## config.mk

```make
export PLATFORM = sky130hd
export DESIGN_NAME = voice_allocator
export DESIGN_NICKNAME = d
export VERILOG_FILES = /design/src/rtl/voice_allocator.sv
export SDC_FILE = /design/constraint.sdc
export NUM_CORES = 1
export LEC_CHECK = 0
export ABC_AREA = 1
export ABC_CLOCK_PERIOD_IN_PS = 2490
export CAP_MARGIN = 20
export CORE_ASPECT_RATIO = 1.75
export CORE_MARGIN = 5
export CORE_UTILIZATION = 45
export DETAILED_ROUTE_END_ITERATION = 10
export DONT_BUFFER_PORTS = 1
export PLACE_DENSITY = 0.7
export SLEW_MARGIN = 20
export SYNTH_ARGS = -nofsm -noshare
export SYNTH_HDL_FRONTEND = slang
export SYNTH_SLANG_ARGS = --single-unit
```

## constraint.sdc

```tcl
create_clock -name clk_i -period 2.49 [get_ports clk_i]
set_clock_uncertainty 0.05 [all_clocks]
set_input_delay 0.498 -clock clk_i [delete_from_list [all_inputs] [get_ports clk_i]]
set_output_delay 0.498 -clock clk_i [all_outputs]
set_load 0.01 [all_outputs]
```

## src/rtl/voice_allocator.sv

```systemverilog
// voice_allocator: polyphonic note-event scheduler driving a bank of ADSR gates.
// One event in flight: IDLE -> DECIDE -> {KILL ->} ASSIGN -> IDLE.
// Build option: define VOICE_STEAL_EN to let note-ons steal releasing/gated
// voices (LRU); otherwise a note-on with no retrigger/free voice is dropped.
// Timing (edges after the handshake edge): DECIDE resolves at +1 (pulses,
// note-off gate fall), gate rises at +2 (direct) or +3 (via one-cycle KILL).

// Per-voice slot: gate, held note and LRU age for one envelope.
module voice_lane #(
  parameter int NOTE_W = 7,
  parameter int AW     = 2,
  parameter int LANE   = 0
) (
  input  logic              clk_i,
  input  logic              rst_i,
  input  logic              sel,
  input  logic              clr_gate,
  input  logic              set_gate,
  input  logic              bump,
  input  logic [NOTE_W-1:0] note_in,
  input  logic [AW-1:0]     tgt_age,
  output logic              gate,
  output logic [NOTE_W-1:0] note,
  output logic [AW-1:0]     age
);
  // Gate/note updates apply to the selected lane; LRU aging applies to all lanes.
  always_ff @(posedge clk_i or posedge rst_i) begin
    if (rst_i) begin
      gate <= 1'b0;
      note <= '0;
      age  <= AW'(LANE);
    end else begin
      if (sel && clr_gate) gate <= 1'b0;
      if (sel && set_gate) begin
        gate <= 1'b1;
        note <= note_in;
      end
      if (bump) begin
        if (sel)                 age <= '0;
        else if (age < tgt_age)  age <= age + 1'b1;
      end
    end
  end
endmodule

module voice_allocator #(
  parameter int NUM_VOICES = 4,
  parameter int NOTE_W     = 7
) (
  input  logic                         clk_i,
  input  logic                         rst_i,
  input  logic                         valid_i,
  output logic                         ready_o,
  input  logic                         note_on_i,
  input  logic [NOTE_W-1:0]            note_i,
  input  logic [NUM_VOICES-1:0]        env_busy_i,
  output logic [NUM_VOICES-1:0]        gate_o,
  output logic [NUM_VOICES*NOTE_W-1:0] voice_note_o,
  output logic                         drop_o,
  output logic                         steal_o
);
  localparam int VW = $clog2(NUM_VOICES);

  typedef enum logic [1:0] {IDLE, DECIDE, KILL, ASSIGN} state_t;

  state_t                             state, state_nxt;
  logic                               ev_on;
  logic [NOTE_W-1:0]                  ev_note;
  logic [VW-1:0]                      tgt;
  logic [NUM_VOICES-1:0]              gate;
  logic [NUM_VOICES-1:0][NOTE_W-1:0]  vnote;
  logic [NUM_VOICES-1:0][VW-1:0]      age;
  logic [NUM_VOICES-1:0]              sel;

  logic          hit_any, free_any, pick_ok, pick_steal;
  logic [VW-1:0] hit_idx, free_idx, pick;

  assign ready_o      = (state == IDLE);
  assign gate_o       = gate;
  assign voice_note_o = vnote;

  // Lowest-index gated note match and lowest-index fully idle voice.
  always_comb begin
    hit_any  = 1'b0;
    hit_idx  = '0;
    free_any = 1'b0;
    free_idx = '0;
    for (int v = NUM_VOICES - 1; v >= 0; v--) begin
      if (gate[v] && vnote[v] == ev_note) begin
        hit_any = 1'b1;
        hit_idx = VW'(v);
      end
      if (!gate[v] && !env_busy_i[v]) begin
        free_any = 1'b1;
        free_idx = VW'(v);
      end
    end
  end

`ifdef VOICE_STEAL_EN
  logic          rel_any;
  logic [VW-1:0] rel_idx, rel_age, old_idx;

  // Steal candidates: oldest releasing voice, else the globally oldest voice.
  always_comb begin
    rel_any = 1'b0;
    rel_idx = '0;
    rel_age = '0;
    old_idx = '0;
    for (int v = 0; v < NUM_VOICES; v++) begin
      if (!gate[v] && (!rel_any || age[v] > rel_age)) begin
        rel_any = 1'b1;
        rel_idx = VW'(v);
        rel_age = age[v];
      end
      if (age[v] == VW'(NUM_VOICES - 1)) old_idx = VW'(v);
    end
  end

  // Note-on target priority: retrigger, free, releasing (steal), oldest (steal).
  always_comb begin
    pick       = '0;
    pick_ok    = 1'b1;
    pick_steal = 1'b0;
    if (hit_any)       pick = hit_idx;
    else if (free_any) pick = free_idx;
    else if (rel_any) begin
      pick       = rel_idx;
      pick_steal = 1'b1;
    end else begin
      pick       = old_idx;
      pick_steal = 1'b1;
    end
  end

  // Steal pulse registered as DECIDE resolves.
  always_ff @(posedge clk_i or posedge rst_i) begin
    if (rst_i) steal_o <= 1'b0;
    else       steal_o <= (state == DECIDE) && ev_on && pick_steal;
  end
`else
  // Note-on target priority without stealing: retrigger, else free, else drop.
  always_comb begin
    pick       = '0;
    pick_ok    = 1'b0;
    pick_steal = 1'b0;
    if (hit_any) begin
      pick    = hit_idx;
      pick_ok = 1'b1;
    end else if (free_any) begin
      pick    = free_idx;
      pick_ok = 1'b1;
    end
  end

  assign steal_o = pick_steal;
`endif

  // Event latch, registered target and drop pulse.
  always_ff @(posedge clk_i or posedge rst_i) begin
    if (rst_i) begin
      ev_on   <= 1'b0;
      ev_note <= '0;
      tgt     <= '0;
      drop_o  <= 1'b0;
    end else begin
      drop_o <= (state == DECIDE) && ev_on && !pick_ok;
      if (state == IDLE && valid_i) begin
        ev_on   <= note_on_i;
        ev_note <= note_i;
      end
      if (state == DECIDE) tgt <= pick;
    end
  end

  // FSM state register.
  always_ff @(posedge clk_i or posedge rst_i) begin
    if (rst_i) state <= IDLE;
    else       state <= state_nxt;
  end

  // FSM next state: a gated target goes through one KILL cycle first.
  always_comb begin
    state_nxt = state;
    case (state)
      IDLE:    if (valid_i) state_nxt = DECIDE;
      DECIDE: begin
        if (!ev_on || !pick_ok) state_nxt = IDLE;
        else if (gate[pick])    state_nxt = KILL;
        else                    state_nxt = ASSIGN;
      end
      KILL:    state_nxt = ASSIGN;
      ASSIGN:  state_nxt = IDLE;
      default: state_nxt = IDLE;
    endcase
  end

  // Lane select: note-off acts on the match in DECIDE, later states on tgt.
  always_comb begin
    sel = '0;
    for (int v = 0; v < NUM_VOICES; v++)
      sel[v] = (state == DECIDE) ? (hit_idx == VW'(v)) : (tgt == VW'(v));
  end

  logic clr_gate, set_gate;
  assign clr_gate = (state == DECIDE && !ev_on && hit_any) || (state == KILL);
  assign set_gate = (state == ASSIGN);

  for (genvar v = 0; v < NUM_VOICES; v++) begin : g_lane
    voice_lane #(.NOTE_W(NOTE_W), .AW(VW), .LANE(v)) u_lane (
      .clk_i    (clk_i),
      .rst_i    (rst_i),
      .sel      (sel[v]),
      .clr_gate (clr_gate),
      .set_gate (set_gate),
      .bump     (set_gate),
      .note_in  (ev_note),
      .tgt_age  (age[tgt]),
      .gate     (gate[v]),
      .note     (vnote[v]),
      .age      (age[v])
    );
  end
endmodule
```

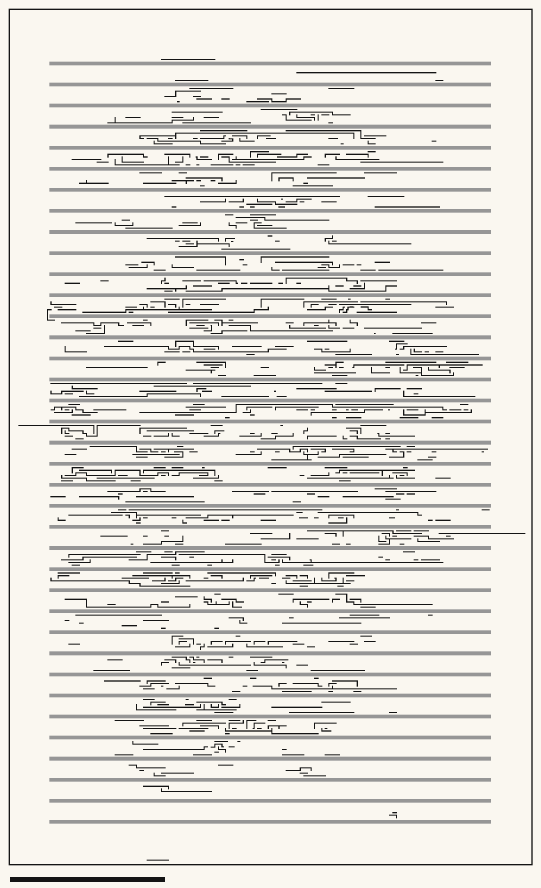
Fig. 1. The metal 1 layer (run 1).
Scale bar: 20 µm. Supply wires on this layer in gray.
wire length on this layer = 2430 µm
nets with wire on the layer = 346
Routed WL: 6.49 mm
Vias: 2210
met1 GRT Util: 21.2%

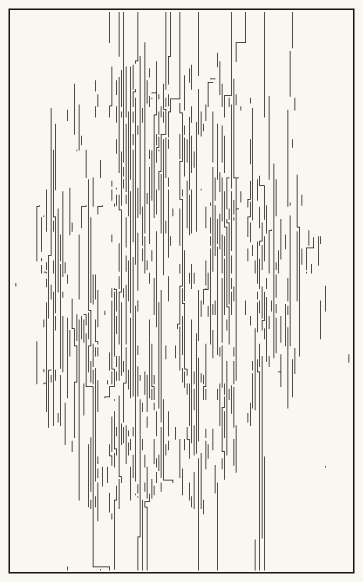
Fig. 2. M2 wires (run 1).
longest straight run = 39.8 µm
share of all routed wire = 55%
wire length on this layer = 3580 µm
nets with wire on the layer = 288

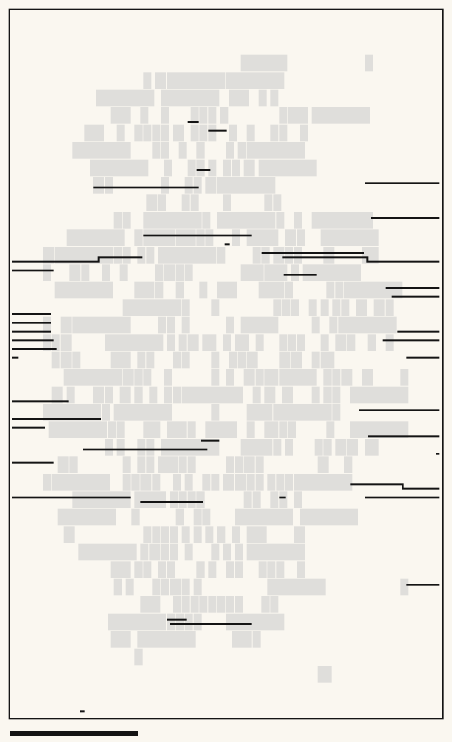
Fig. 3. The metal 3 layer (run 1).
Scale bar: 20 µm. Cells faint in the background.
nets with wire on the layer = 37
share of all routed wire = 5.4%
main direction = horizontal
longest straight run = 19.1 µm
met3 Use GR: 3.55%

==> reports/results.ini, run 1 <==
[status]
outcome = completed

[cts]
cts-resized-gates = 0
ctsHoldBuffers = 0
clock_sinks = 45
cts.htree.levels = 2
worst_skew_pair.late_latency_ns = 0.30
postCtsSetupRepairBufs = 0
numCtsBuffers = 5
root_buffer = clkbuf_8

[power_and_ir_drop]
powerComb_mw = 1.60
p_sw_mw = 1.87
power_frac_clock_pct = 11.4
power_mw = 3.69
powerSeq_mw = 1.67
ir_drop_mv = 0.786
combPwrFrac_pct = 43.4

[synth]
yosys_cells = 368
synth-compound-area-share_pct = 12.8
ys_seq_share_pct = 43.6
syn_inst = 368
ys.flops = 45
synth.comb.largest_family = simple AND/OR/NAND/NOR gates
synth_top_flop_cell = dfrtp_1
syn_nets = 383
synth.largest_area_cell = dfrtp_1
syn-mean-instance-area_um2 = 7.02
edf_count = 0
ys_area_um2 = 2580
top_cell = nand2_1

[min_path]
hp-class = in -> async

[routing]
drt_iter0_drc = 90
route.detailed.drc = 0
top_layer = met4
wire_per_inst_um = 14.6
via_per_inst = 4.99

[placed_design]
gp_congestion = 0.893

[floorplanning]
pin_count = 50
dieArea_um2 = 7420
coreArea_um2 = 5590
die_width_um = 67.3

[finish]
fin_util_pct = 48.4
lay_top_cells = nand2_1 (146), inv_1 (44), dfrtp_1 (43)
n_antenna_cell = 0
nets = 383
drive_gt1_share_pct = 12.5

[global_route]
met2_usage_pct = 36.5
grt_pass1_vias = 2212
top_usage_layer = met2
track_usage_pct = 19.5
grt_first_pass_wirelength_mm = 10.8
grt_overflow = 0
grt_max_degree = 25

[worst_setup_path]
path_depth = 13
crit_path_end = g_lane[1].u_lane.note[5]$_DFFE_PP0P_
r2r_cells = 13
timing.rr.start = ev_note[4]$_DFFE_PP0P_
rrSetupSlack_ns = 0.17
required_ns = 2.62
cp-end-kind = flip-flop
crit_slowest_cell = dfrtp_1
cpMostUsedCell = nand2_1
startpoint = ev_note[4]$_DFFE_PP0P_

[flow_run]
warnings = 27
maxCapViolCount = 0

[sta]
max_freq_mhz = 431
slew_violations = 0
finalClockPeriodUsage_pct = 93.3
rsz0062_at_grt = true
timing.final.ws_setup_ns = 0.168
fin_crit_ns = 2.32
setup-violations-final = 0

run 1: stage by stage:
stage / hold slack [ns] / cell area (µm²)
after CTS: 0.128 / 2700
after floorplan: 0.443 / 2580
final: 0.0963 / 2710
after global placement: 0.450 / 2630
after global routing: 0.149 / 2710
after detailed placement: 0.451 / 2630
run 1: flip-flops by register name, summed over array words and instances (netlist names), named ones only:
name / count
state: 1
g_lane.u_lane.note: 28
g_lane.u_lane.gate: 4
ev_on: 1
drop_o: 1
tgt: 2
ev_note: 7
run 1: layout make-up:
cell class	count	area, µm²
clock buffer	5	68.8
clock inverter	1	5.00
fill	613	2880
inverter	54	203
multi-input combinational	259	1170
sequential	45	1130
tap	76	95.1
timing repair buffer	3	35.0
Fig. 4: run 1, clock nets
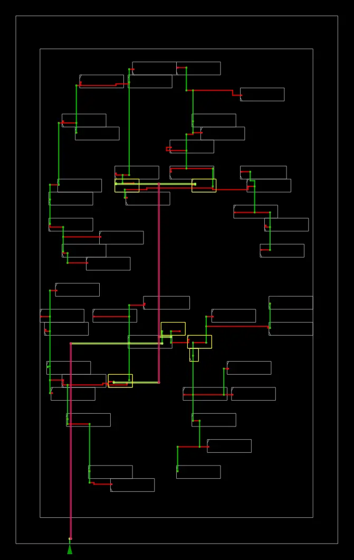

==> run 2: changes to the inputs <==
Settings changed: ABC_CLOCK_PERIOD_IN_PS 2490 to 2350, PLACE_DENSITY 0.7 to not set.
Clock period 2.49 ns to 2.35 ns, I/O delays scaled along.
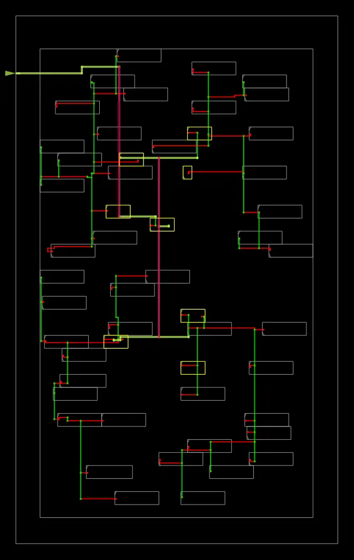
Fig. 5. Clock nets (run 2).
number of clock buffers in the layout: 7
Insertion Delay late pin: 0.30 ns
Seq Cell Count: 45

==> reports/results.ini, run 2 <==
[power_and_ir_drop]
combPwrFrac_pct = 45.8
powerComb_mw = 1.87
p_sw_mw = 2.01
ir_drop_mv = 0.669

[flow_run]
maxCapViolCount = 0
warnings = 27

[synth]
synth-compound-area-share_pct = 12.8
top_cell = nand2_1
synth.comb.largest_family = simple AND/OR/NAND/NOR gates
syn-mean-instance-area_um2 = 7.02
syn_nets = 383

[global_route]
grt_overflow = 0
use_met1_pct = 21.9
top_usage_layer = met2
grt_pass1_vias = 2282
track_usage_pct = 20.2

[cts]
cts.htree.levels = 2
root_buffer = clkbuf_8
ctsHoldBuffers = 0

[worst_setup_path]
crit_path_end = g_lane[2].u_lane.note[1]$_DFFE_PP0P_
cp-end-kind = flip-flop
rrSetupSlack_ns = 0.22
required_ns = 2.52
startpoint = ev_note[2]$_DFFE_PP0P_
cpMostUsedCell = nand2_1
r2r_cells = 15
crit_slowest_cell = dfrtp_2
path_depth = 15

[min_path]
hp-class = in -> async

[sta]
finalClockPeriodUsage_pct = 90.8
max_freq_mhz = 469
setup-violations-final = 0
fin_crit_ns = 2.13

[finish]
drive_gt1_share_pct = 16.0
regMostFlops = g_lane.u_lane.note
n_antenna_cell = 0
fin_util_pct = 50.7
top_regs = g_lane.u_lane.note: 28 flops, ev_note: 7 flops, g_lane.u_lane.gate: 4 flops
lay_top_cells = nand2_1 (146), inv_1 (44), dfrtp_1 (43)

[placed_design]
post_dp_cell_area_um2 = 2720

[status]
outcome = completed

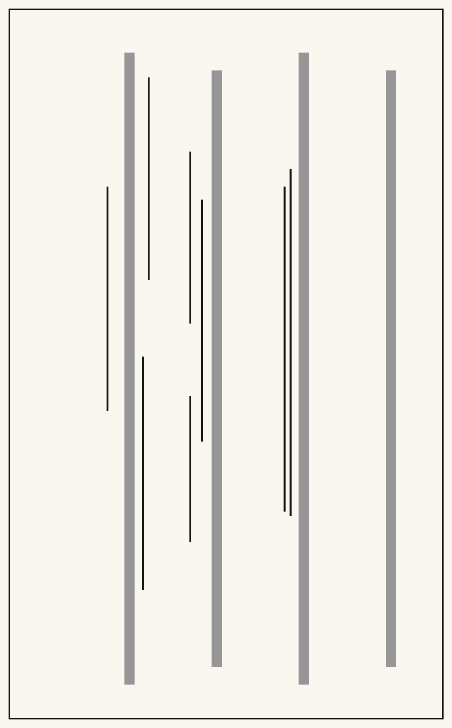
Fig. 6. Met4 routing (run 2).
Supply wires on this layer in gray.
nets with wire on the layer = 8
share of all routed wire = 4.4%
wire length on this layer = 292 µm

[run 2: final cells by class]
cell class	count	area, µm²	share of cell area, %
flip-flops and latches	45	1130	39.9
inverters	54	205	7.25
clock buffers	7	96.3	3.40
repair buffers	15	125	4.42
clock inverters	1	5.00	0.177
multi-input cells	259	1170	41.5
well taps	76	95.1	3.36
[run 2: per-stage QoR]
stage                     std cells  power [mW]  hold WS (ns)  TNS, ns
after floorplan                 368        3.02         0.443        0
after global placement          449        3.56         0.427        0
after detailed placement        449        3.59         0.431        0
after CTS                       457        4.12         0.107        0
after global routing            457        4.52         0.120   -0.157
final                           457        4.09        0.0780        0
[run 2: timing repair]
action,in CTS,in global routing
endpoints found under the hold margin,0,0
resized,0,4
endpoints found under the setup margin,0,30
Fig. 7: run 2, M2 wires
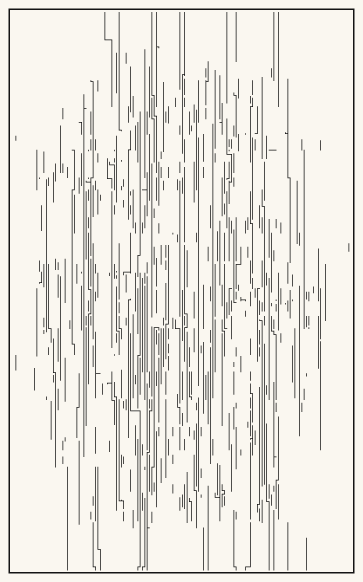

==> run 3: changes to the inputs <==
Settings changed: SETUP_SLACK_MARGIN set to 0.2.
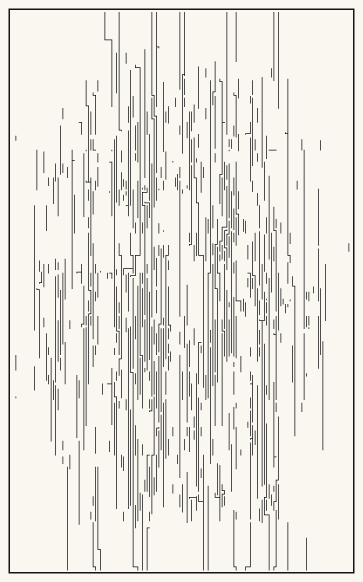
Fig. 8. M2 wires (run 3).
longest straight run = 38.1 µm
main direction = vertical
nets with wire on the layer = 306
Routed WL: 6.87 mm
Vias: 2292
met2 Track Usage GR: 35.7%

==> reports/results.ini, run 3 <==
[finish]
fin_util_pct = 53.0
nClkBuffers = 7
seq_cells = 45
lay_top_cells = nand2_1 (140), inv_1 (44), dfrtp_1 (39)
final_cells = 464
regMostFlops = g_lane.u_lane.note
nonClockInverterCount = 54
nets = 402
sh_seq_area_pct = 38.3
largest_class = logic gates
top_regs = g_lane.u_lane.note: 28 flops, ev_note: 7 flops, g_lane.u_lane.gate: 4 flops
flop_area_um2 = 1130

[synth]
edf_count = 0
yosys_cells = 368
syn_nets = 383
synth.largest_area_cell = dfrtp_1
syn_inst = 368
synth_top_flop_cell = dfrtp_1
synth.comb.largest_family = simple AND/OR/NAND/NOR gates
ys_seq_share_pct = 43.6
ys.flops = 45

[power_and_ir_drop]
p_sw_mw = 2.09
powerSeq_mw = 1.71
power_mw = 4.26
powerComb_mw = 2.02
power_frac_clock_pct = 12.5

[cts]
ctsHoldBuffers = 0
cts-resized-gates = 2
worst_skew_pair.late_latency_ns = 0.30
cts.htree.levels = 2
postCtsSetupRepairBufs = 1

[global_route]
grt_overflow = 0
gr-usage-met3_pct = 4.67
top_usage_layer = met2
track_usage_pct = 20.3
grt_pass1_vias = 2290
grt_first_pass_wirelength_mm = 11.2

[worst_setup_path]
required_ns = 2.49
timing.rr.start = ev_note[6]$_DFFE_PP0P_
r2r_cells = 15
cp-end-kind = flip-flop
crit_slowest_cell = dfrtp_1

[flow_run]
warnings = 27
maxCapViolCount = 0

[floorplanning]
pin_count = 50
dieArea_um2 = 7420
die_width_um = 67.3

[sta]
timing.final.ws_setup_ns = 0.175
slew_violations = 0
fin_worst_hold_slack_ns = 0.0817
rsz0062_at_grt = true
finalClockPeriodUsage_pct = 92.6

[routing]
top_layer = met4

[min_path]
hp-class = in -> async

[placed_design]
post_dp_cell_area_um2 = 2720
gp_congestion = 0.929

[status]
outcome = completed

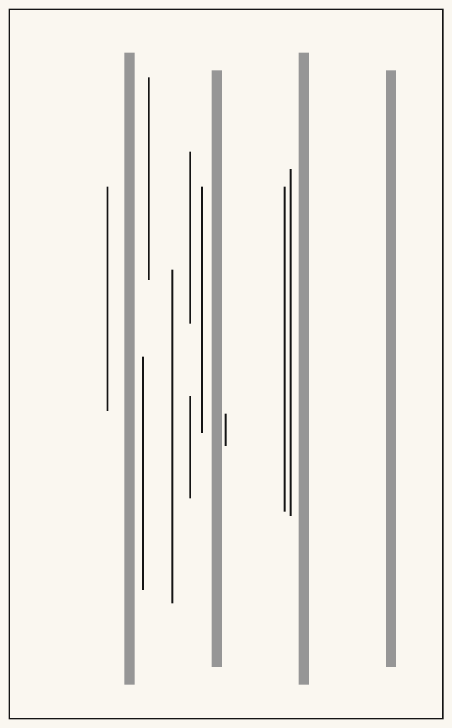
Fig. 9. Met4 routing (run 3).
Supply wires on this layer in gray.
main direction = vertical
longest straight run = 53.7 µm
wire length on this layer = 343 µm

run 3: worst max-delay path by stage:
stage | endpoint | slack, ns | depth (start not counted)
2_1_floorplan | g_lane[2].u_lane.note[0]$_DFFE_PP0P_ | 0.42 | 15
5_1_grt | g_lane[2].u_lane.note[1]$_DFFE_PP0P_ | 0.03 | 14
3_3_place_gp | g_lane[2].u_lane.note[1]$_DFFE_PP0P_ | 0.15 | 15
4_1_cts | g_lane[2].u_lane.note[1]$_DFFE_PP0P_ | 0.21 | 15
6_report | g_lane[2].u_lane.note[1]$_DFFE_PP0P_ | 0.17 | 15
3_5_place_dp | g_lane[2].u_lane.note[1]$_DFFE_PP0P_ | 0.10 | 15
Power and IR drop assume default switching activity.
